File: src/rtl/ehgu_pkg.sv
// ehgu_pkg: shared types and helpers for the ehgu delay-line slice.
//   ehgu_delay_state_e : fill-tracking FSM states (FILL, PRIMED)
//   ehgu_even_parity   : even-parity bit of a data word
package ehgu_pkg;

  typedef enum logic {
    FILL   = 1'b0,
    PRIMED = 1'b1
  } ehgu_delay_state_e;

  // Widest word the parity helper accepts; callers zero-extend, which
  // leaves the parity unchanged.
  localparam int unsigned EHGU_PARITY_MAX_W = 64;

  // Returns the bit that makes {bit, d} contain an even number of ones.
  function automatic logic ehgu_even_parity(input logic [EHGU_PARITY_MAX_W-1:0] d);
    return ^d;
  endfunction

endpackage

File: src/rtl/ehgu_dp_ram.sv
// ehgu_dp_ram: simple dual-port RAM, single clock, no reset.
//   clk_i            clock
//   we_i/waddr_i/wdata_i  write port; addresses >= DEPTH are dropped
//   re_i/raddr_i     registered read port; addresses >= DEPTH read as 0
//   rdata_o          read data, updated the cycle after re_i, held otherwise
// Same-address read/write in one cycle is left undefined.
module ehgu_dp_ram #(
  parameter int unsigned DW    = 8,
  parameter int unsigned AW    = 8,
  parameter int unsigned DEPTH = 128
) (
  input  logic          clk_i,
  input  logic          we_i,
  input  logic [AW-1:0] waddr_i,
  input  logic [DW-1:0] wdata_i,
  input  logic          re_i,
  input  logic [AW-1:0] raddr_i,
  output logic [DW-1:0] rdata_o
);

  localparam int unsigned IW      = (DEPTH > 1) ? $clog2(DEPTH) : 1;
  localparam logic [AW:0] DEPTH_W = (AW+1)'(DEPTH);

  logic [DW-1:0] mem_q [DEPTH];
  logic [DW-1:0] rdata_q;
  logic          wr_in_range;
  logic          rd_in_range;

  // Range check on a one-bit-wider compare so DEPTH == 2**AW still works.
  assign wr_in_range = ({1'b0, waddr_i} < DEPTH_W);
  assign rd_in_range = ({1'b0, raddr_i} < DEPTH_W);

  always_ff @(posedge clk_i) begin
    if (we_i && wr_in_range) begin
      mem_q[waddr_i[IW-1:0]] <= wdata_i;
    end
    if (re_i) begin
      rdata_q <= rd_in_range ? mem_q[raddr_i[IW-1:0]] : '0;
    end
  end

  assign rdata_o = rdata_q;

endmodule

File: src/rtl/ehgu_delay_mem.sv
// ehgu_delay_mem: advance-gated fixed delay line with qualified output.
// Writes din at waddr and reads raddr (= waddr - SHIFT, supplied by the
// address logic) on every advance; dout_valid marks a word written exactly
// SHIFT advances earlier.
//   wclk, rstn   clock, asynchronous active-low reset
//   advance      step strobe shared with the address logic
//   flush        restart fill tracking (wins over advance)
//   waddr/raddr  addresses from the address logic, used as given
//   din          write data
//   dout         delayed data (1-cycle registered read)
//   dout_valid   dout is a fully delayed word
//   fill_level   accepted writes since reset/flush, saturating at SHIFT
//   primed       FSM in PRIMED
//   parity_err   read parity mismatch pulse, aligned with dout_valid
// Build option: define EHGU_DELAY_PARITY_EN to store and check an even
// parity bit per word; otherwise parity_err is tied low.
module ehgu_delay_mem
  import ehgu_pkg::*;
#(
  parameter int unsigned WIDTH  = 8,
  parameter int unsigned AWIDTH = 8,
  parameter int unsigned DEPTH  = 128,
  parameter int unsigned SHIFT  = 20
) (
  input  logic              wclk,
  input  logic              rstn,
  input  logic              advance,
  input  logic              flush,
  input  logic [AWIDTH-1:0] waddr,
  input  logic [AWIDTH-1:0] raddr,
  input  logic [WIDTH-1:0]  din,
  output logic [WIDTH-1:0]  dout,
  output logic              dout_valid,
  output logic [AWIDTH-1:0] fill_level,
  output logic              primed,
  output logic              parity_err
);

  if (SHIFT < 1 || SHIFT >= DEPTH) begin : g_bad_shift
    $error("ehgu_delay_mem: SHIFT must be in 1..DEPTH-1");
  end
  if (AWIDTH < 31 && DEPTH > (32'd1 << AWIDTH)) begin : g_bad_awidth
    $error("ehgu_delay_mem: 2**AWIDTH must cover DEPTH");
  end
  if (WIDTH > EHGU_PARITY_MAX_W) begin : g_bad_width
    $error("ehgu_delay_mem: WIDTH exceeds parity helper width");
  end

  localparam logic [AWIDTH-1:0] SHIFT_W  = AWIDTH'(SHIFT);
  localparam logic [AWIDTH-1:0] SHIFT_M1 = AWIDTH'(SHIFT - 1);

`ifdef EHGU_DELAY_PARITY_EN
  localparam int unsigned DW = WIDTH + 1;
`else
  localparam int unsigned DW = WIDTH;
`endif

  ehgu_delay_state_e state_q;
  logic [AWIDTH-1:0] fill_q;
  logic              valid_q;
  logic              rd_seen_q;
  logic              accept;
  logic [DW-1:0]     wdata;
  logic [DW-1:0]     rdata;

  assign accept = advance & ~flush;

  always_ff @(posedge wclk or negedge rstn) begin
    if (!rstn) begin
      state_q   <= FILL;
      fill_q    <= '0;
      valid_q   <= 1'b0;
      rd_seen_q <= 1'b0;
    end else if (flush) begin
      state_q <= FILL;
      fill_q  <= '0;
      valid_q <= 1'b0;
    end else if (advance) begin
      valid_q   <= (state_q == PRIMED);
      rd_seen_q <= 1'b1;
      if (fill_q != SHIFT_W) begin
        fill_q <= fill_q + AWIDTH'(1);
      end
      if (state_q == FILL && fill_q == SHIFT_M1) begin
        state_q <= PRIMED;
      end
    end else begin
      valid_q <= 1'b0;
    end
  end

  ehgu_dp_ram #(
    .DW   (DW),
    .AW   (AWIDTH),
    .DEPTH(DEPTH)
  ) u_ram (
    .clk_i  (wclk),
    .we_i   (accept),
    .waddr_i(waddr),
    .wdata_i(wdata),
    .re_i   (accept),
    .raddr_i(raddr),
    .rdata_o(rdata)
  );

  // The RAM read register has no reset; dout reads 0 until the first read
  // after reset so the output still comes up cleared (and clears at once
  // on an asynchronous reset).
  assign dout       = rd_seen_q ? rdata[WIDTH-1:0] : '0;
  assign dout_valid = valid_q;
  assign fill_level = fill_q;
  assign primed     = (state_q == PRIMED);

`ifdef EHGU_DELAY_PARITY_EN
  assign wdata      = {ehgu_even_parity(EHGU_PARITY_MAX_W'(din)), din};
  assign parity_err = valid_q &
                      (ehgu_even_parity(EHGU_PARITY_MAX_W'(rdata[WIDTH-1:0])) != rdata[WIDTH]);
`else
  assign wdata      = din;
  assign parity_err = 1'b0;
`endif

endmodule

File: config.mk
export PLATFORM = sky130hd
export DESIGN_NAME = ehgu_delay_mem
export DESIGN_NICKNAME = d
export VERILOG_FILES = /design/src/rtl/ehgu_pkg.sv /design/src/rtl/ehgu_dp_ram.sv /design/src/rtl/ehgu_delay_mem.sv
export SDC_FILE = /design/constraint.sdc
export NUM_CORES = 1
export LEC_CHECK = 0
export ABC_CLOCK_PERIOD_IN_PS = 2510
export CORE_MARGIN = 2
export CORE_UTILIZATION = 60
export CTS_CLUSTER_DIAMETER = 80
export DETAILED_ROUTE_END_ITERATION = 8
export GPL_TIMING_DRIVEN = 1
export PLACE_DENSITY = 0.77
export SLEW_MARGIN = 0
export SYNTH_ARGS = -nofsm -noshare
export SYNTH_HDL_FRONTEND = slang
export SYNTH_SLANG_ARGS = --single-unit
File: constraint.sdc
create_clock -name wclk -period 2.51 [get_ports wclk]
set_input_delay 0.251 -clock wclk [delete_from_list [all_inputs] [get_ports wclk]]
set_output_delay 0.251 -clock wclk [all_outputs]
set_load 0.01 [all_outputs]
==> Changelog: implementation, run 1 <==
## Flow update

* Status: finished, violations left
* Violated checks: setup timing
* Tool warning count at 28
* Pwr per Cell Area at between 700 and 800 nW/um^2
* Maximum VDD drop at 0.000616 V
* Initial DRC count at ~3200
* Critical path fanouts, max at 9
* Cell at the root of the clock tree: clkbuf_16
* Mapped Nets at 2046
* Fin worst setup slack at -16.5 ps
* Yosys stat chip area at between 40000 and 50000 um^2
* Final #Nets at approximately 2400
* Gate Count Post-Synth at between 2000 and 2500
* Pin slew with the least headroom to its limit at slightly below 900 ps
* Net Sw Power at around 7.5 mW
* Dpl cell area at ~45000 um^2
* Pin count of the biggest net entering global routing at 73
* Max incr delay on CP at 620 ps
* Number of global-route vias before repair at approximately 23000
* Syn-to-layout area delta at 18.2%
* Post-CTS sizing at 0
* Clk sinks at 1043
* Die y size at roughly 260 um
* Pins Over Slew Limit at 0
* Worst EP arrival at about 2300 ps
* Slew headroom at around two fifths
* Post-route cell area at 48300 um^2
* Endpoints failing hold at 0
* CP Capture Type: primary output
* Synth area leader: edfxtp_1
* Final number of setup-violating endpoints at 1
* Post-Layout Cell Count at ~3400
* Commonest flop: edfxtp_1
* Yosys warns at 0
* H-tree lvl count at 3
* Setup Buffers After CTS at 0
run 1: layout make-up:
| type | count | area, um^2 | share of cell area, % |
|---|---|---|---|
| flip-flops and latches | 1043 | 31300 | 64.8 |
| inverters | 3 | 11.3 | 0.0233 |
| clock inverters | 64 | 666 | 1.38 |
| multi-input cells | 854 | 8950 | 18.5 |
| clock buffers | 122 | 2670 | 5.53 |
| repair buffers | 407 | 3630 | 7.52 |
| well taps | 873 | 1090 | 2.26 |
run 1: metrics by stage:
stage | power [mW] | TNS, ps
floorplan | 20.4 | 0
global placement | 21.4 | -2850
detailed placement | 21.4 | -5870
CTS | 36.4 | 0
global route | 37.2 | 0
finish | 36.3 | -16.5
run 1: kinds of logic (layout without fill, tap and decap cells):
group,Yosys count,in the layout,share of synthesized area (%)
DFF,1043,1043,76.5
and+or+nand+nor,356,356,4.12
muxes,347,347,15.1
AOI/OAI and AO/OA,141,141,2.43
buffers and inverters,119,596,1.56
xor gates and xnor gates,7,7,0.150
adders and majority gates,2,2,0.0613
other,1,1,0.00918
run 1: power by group through the flow:
stage          Sequential (mW)  Clock, mW  Combinational, mW
3_3_place_gp              19.5          0               1.83
2_1_floorplan             19.5          0              0.894
4_1_cts                   19.2       15.3               1.90
6_report                  19.2       15.2               1.93
5_1_grt                   19.2       16.0               2.01
3_5_place_dp              19.5          0               1.88
run 1: per-layer routing:
layer	GRT usage, %	vias to the layer above	part of all wire (%)
li1	-	9114	-
met3	6.40	274	11
met2	47.5	1502	48
met5	0.554	-	0.089
met4	11.5	3	4.0
met1	40.7	11531	36
run 1: path summary, 6_finish.rpt:
| check | start | slack [ps] | to | cells after the start |
|---|---|---|---|---|
| min | din[2] | 20 | u_ram.mem_q[33][2] | 1 |
| min reg2reg | primed | 560 | primed | 2 |
| min in group asynchronous | rstn | 500 | fill_level[4] | 2 |
| max | rd_seen_q | -20 | dout[7] | 2 |
| max reg2reg | u_ram.mem_q[17][6] | 200 | u_ram.rdata_o[6] | 5 |
| max in group asynchronous | rstn | 1680 | fill_level[6] | 2 |
run 1: registers in the layout, summed over array words and instances, names as in the netlist:
signal and cells:
dout_valid 1, fill_level 8, primed 1, rd_seen_q 1, u_ram.mem_q 1024, u_ram.rdata_o 8
run 1: worst max-delay path: cells and delay by family, from the launching register on:
family | cells | cell delay, ps
AND/OR/NAND/NOR | 1 | 400
buffers and inverters | 1 | 610
flip-flops | 1 | 620
run 1: cell usage in the layout (no fill, tap or decap), types with 5 or more instances in the layout:
master / instances
o22ai_1: 10
and2_1: 16
nor2b_1: 13
nor4_1: 9
buf_4: 330
o211ai_1: 7
nand3b_1: 5
a21oi_1: 24
mux4_2: 213
a22oi_1: 47
clkinv_2: 13
or4_1: 6
clkbuf_1: 18
clkdlybuf4s50_1: 33
nand2_1: 49
nor2_1: 157
clkinvlp_4: 5
nand3_1: 48
mux2i_1: 111
and3_1: 6
a31oi_1: 12
nand4_1: 21
bufinv_16: 13
buf_12: 38
o221ai_1: 10
nor3_1: 8
dfrtp_1: 11
clkinv_1: 27
mux2_2: 22
edfxtp_1: 1032
o22a_1: 10
o21ai_0: 6
clkbuf_16: 104
### Met2 routing, run 1

(2 px per um)
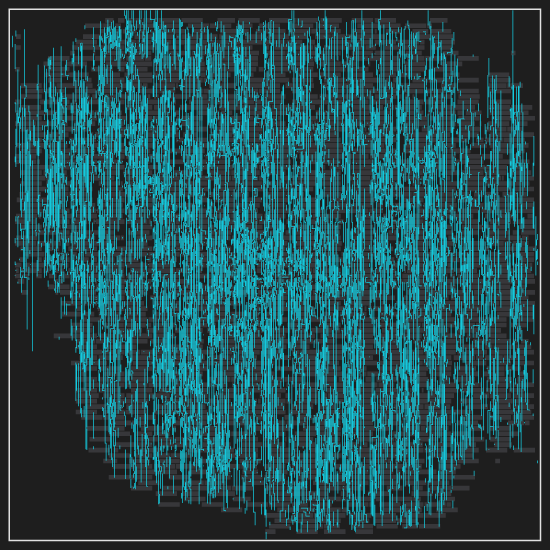
share of all routed wire = 48%
main direction = vertical
nets with wire on the layer = 2267

### Wires at chosen ports, followed through buffers, run 1

(1.5 px per um)
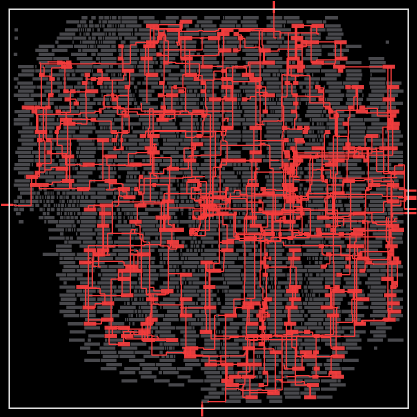
raddr -> red  # bits 8, direction input, edge 5 right, 1 bottom, 1 top, 1 left, end cells 439, wire 12300 um
Top-Level Pins: 47
PortBufs: 45

### Cells coloured by class, run 1

(1.5 px per um) Fill, decap, tap and diode cells in grey.
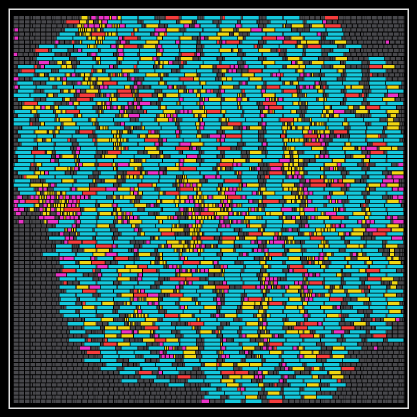
remaining logic cells -> yellow  # cells 857, share of their area 19%
sequential cells -> cyan  # cells 1043, share of their area 66%
clock drivers and dummy loads -> red  # cells 186, share of their area 7.1%
remaining buffers and delay cells -> magenta  # cells 407, share of their area 7.7%

### Clock wires, drivers and flops, run 1

(2 px per um)
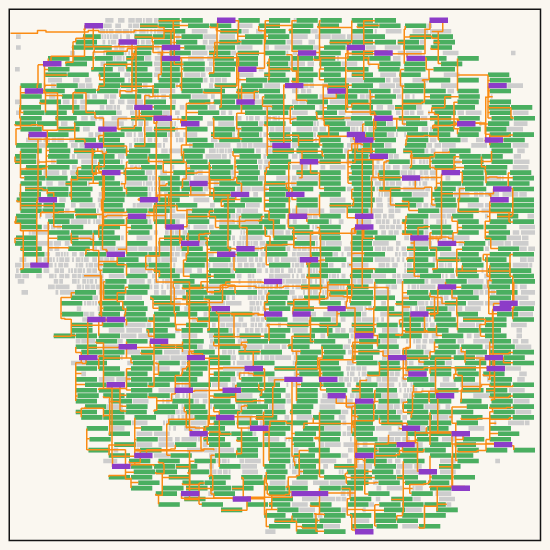
flip-flops -> green  # count 1043
clock-net drivers -> purple  # count 100
clock wires -> orange  # length 10700 um
routed clock nets = 101
flops lie = all over the die
power share of the clock group: 41.9%
Max Clock Skew: 25.7 ps
clk ins delay skew pair: 660 ps
P_clk: 15.2 mW

## Run 2: what changed since run 1
--- a/config.mk
+++ b/config.mk
@@ -12,7 +12,9 @@
 export DETAILED_ROUTE_END_ITERATION = 8
 export GPL_TIMING_DRIVEN = 1
 export PLACE_DENSITY = 0.77
-export SLEW_MARGIN = 0
+export REMOVE_ABC_BUFFERS = 1
+export SETUP_SLACK_MARGIN = 0.5
+export SLEW_MARGIN = 10
 export SYNTH_ARGS = -nofsm -noshare
 export SYNTH_HDL_FRONTEND = slang
 export SYNTH_SLANG_ARGS = --single-unit
### Clock routing, run 2

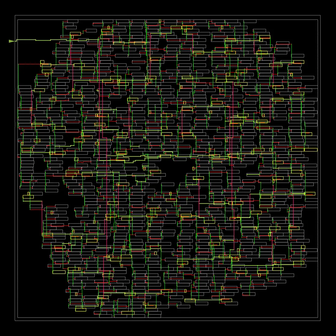
seq_cells: 1043
TritonCTS Buffers: 101
clk sinks: 1043
Clock buffer cells: 127

### Met2 routing, run 2

(2 px per um)
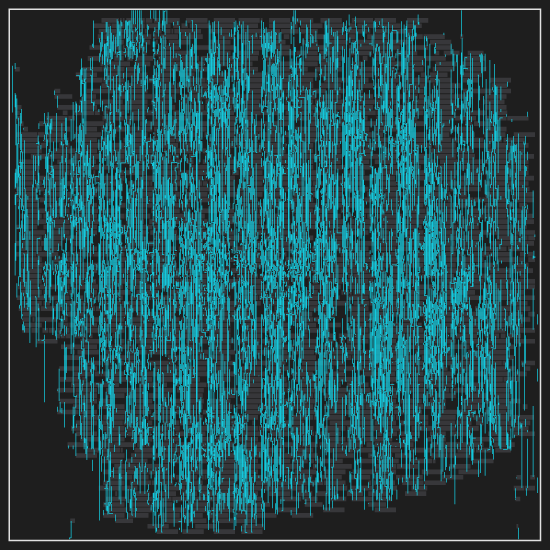
nets with wire on the layer = 2222
longest straight run = 102 um
wire length on this layer = 49.2 mm
share of all routed wire = 49%

==> Changelog: implementation, run 2 <==
## Flow update

* Final min period at 2180 ps
* Number of global-route vias before repair at 22482
* HPWL after DPL at about 65000 um
* Top-Level Pins at 47
* Final #Nets at 2421
* Syn-to-layout area delta at 18.3%
* CP Capture Type: register
* Max Clock Skew at ~25 ps
* Endpoints failing hold at 0
* Maximum VDD drop at 0.000681 V
* Status: finished clean
* Commonest flop: edfxtp_1
* Final number of setup-violating endpoints at 0
* Clk ins delay skew pair at 660 ps
* Yosys warns at 0
* RR Startpoint: u_ram.mem_q[111][0]
* Number of enable flip-flop cells at between 1000 and 1500
* Dominant logic cell type in the layout: edfxtp_1
* Worst reg-to-reg setup slack at around 330 ps
* Worst hold path type: in -> reg
* Via count at 22188
* Tool warning count at 29
* FF+latch count, synth at between 1000 and 1500
* Yosys stat chip area at 40800 um^2
* Most frequent cells in the layout: edfxtp_1, buf_4, mux4_2
* # diodes at 0
* PortBufs at 45
* Distinct cells, synth at between 50 and 60
* Fmax at between 400 and 500 MHz
* Die area at 70200 um^2
* Dominant cell area share at about three quarters
* Post-synth area hogs: edfxtp_1, mux4_2, mux2i_1, nor2_1, a22oi_1
* Post-synth ARST share at 1.05%
* First-pass GRT wire length at ~150000 um
* MaxCap Viol Count at 0
* Gate Count Post-Synth at 2016
* Slew headroom at between 30% and 40%
* Commonest cells post-synth: edfxtp_1, mux4_2, nor2_1, mux2i_1, nand2_1
* Die y size at 265 um
* Hold Path End: u_ram.mem_q[94][3]
* Initial DRC count at around 3300
* Gr ovfl total at 0
* Hold Path Depth at 1
* FF-to-FF End: u_ram.rdata_o[0]
* Routed wire length per instance at 29.9 um
* Pin slew with the least headroom to its limit at about 1000 ps
* Synth area leader: edfxtp_1
* Cell at the root of the clock tree: clkbuf_16
* Placed Cells at approximately 3200
* Core Util at FP at a little over 60%
* Post-Layout Cell Count at roughly 3300
* Pin count of the biggest net entering global routing at approximately 69
* Pins Over Slew Limit at 0
* Die W at roughly 260 um
* Worst Path Class, Setup: reg -> reg
* Critical path fanouts, max at 1
* Rows at between 90 and 100
* Leakage at around 16 nW
* Critical path launch point: u_ram.mem_q[111][0]
* DRT Pass-1 Iters at 8
* Fin worst setup slack at 327 ps
* Post-synthesis cell area at roughly 40000 um^2
* Core area at 67300 um^2
* Cycle use final at 87.0%
* Worst hold start: din[3]
* Clock Path Buffers at 3
* Most common cell in the netlist: edfxtp_1
* RSZ-0062 raised after global routing: yes
* Pwr per Cell Area at ~750 nW/um^2
* Final ANT Viol Nets at 0
* Largest register FFs at 1024
* Vias per cell at between 6 and 7
* H-tree lvl count at 3
* R2R cell count at 5
* Routed wire length at ~100000 um
* Worst EP arrival at about 2600 ps
* DP Worst Slack at -369 ps
==> run 2: worst max-delay path, cell delays in order (launching register included) <==
cell and delay (ps):
edfxtp_1 380, mux4_2 500, nand3_1 130, nand4_1 310
nor4_1 490, o211ai_1 130
==> run 2: layout make-up <==
| cell class | count | area (um^2) |
|---|---|---|
| fillers | 3737 | 18900 |
| repair buffers | 388 | 3500 |
| inverters | 3 | 11.3 |
| flip-flops and latches | 1043 | 31300 |
| well taps | 873 | 1090 |
| multi-input cells | 854 | 9130 |
| clock buffers | 127 | 2680 |
| clock inverters | 61 | 658 |
==> run 2: per-layer routing <==
metal | part of all wire (%) | GRT usage (%) | wire length, um | vias up
li1 | - | - | - | 9074
met1 | 36 | 40.0 | 36300 | 11336
met2 | 49 | 46.2 | 49200 | 1543
met3 | 11 | 5.56 | 10500 | 235
met4 | 4.2 | 12.5 | 4210 | 0
met5 | 0 | 0 | 0 | -
==> run 2: cell families after synthesis <==
kind of cell / count (synthesis) / share of synthesized area [%]
and+or+nand+nor: 356 / 4.12
muxes: 347 / 15.1
buffers and inverters: 119 / 1.56
DFF: 1043 / 76.5
other: 1 / 0.00918
xor gates and xnor gates: 7 / 0.150
adders and majority gates: 2 / 0.0613
AOI/OAI and AO/OA: 141 / 2.43
==> run 2: worst max path at each step <==
stage / cells past startpoint / end / slack, ps
floorplan: 5 / u_ram.mem_q[80][0] / 320
global placement: 10 / u_ram.rdata_o[4] / -360
detailed placement: 10 / u_ram.rdata_o[4] / -370
CTS: 3 / dout[1] / 320
global route: 5 / u_ram.rdata_o[0] / 300
finish: 5 / u_ram.rdata_o[0] / 330
==> run 2: stage by stage <==
stage	util (%)	power, mW	hold slack [ps]	TNS [ps]	cell area, um^2
2_1_floorplan	-	20.2	-44.6	0	40200
3_3_place_gp	66.5	21.3	505	-2200	44800
3_5_place_dp	66.5	21.4	503	-3010	44800
4_1_cts	71.7	36.4	71.5	0	48300
5_1_grt	71.8	37.1	83.4	0	48300
6_report	71.8	36.3	86.0	0	48300
==> run 2: repair_timing <==
action,CTS,global route
buffers inserted,3,0
hold buffers,2,0
resized,37,17
pin swaps,11,4
endpoints found under the hold margin,12,0
endpoints found under the setup margin,16,14
==> run 2: where the power goes <==
| group | leakage [nW] | total (mW) | switching (mW) | internal, mW |
|---|---|---|---|---|
| sequential | 9.43 | 19.2 | 0.0128 | 19.2 |
| combinational | 4.99 | 1.91 | 1.13 | 0.779 |
| clock | 1.62 | 15.2 | 6.33 | 8.90 |
Power and IR drop assume default switching activity.
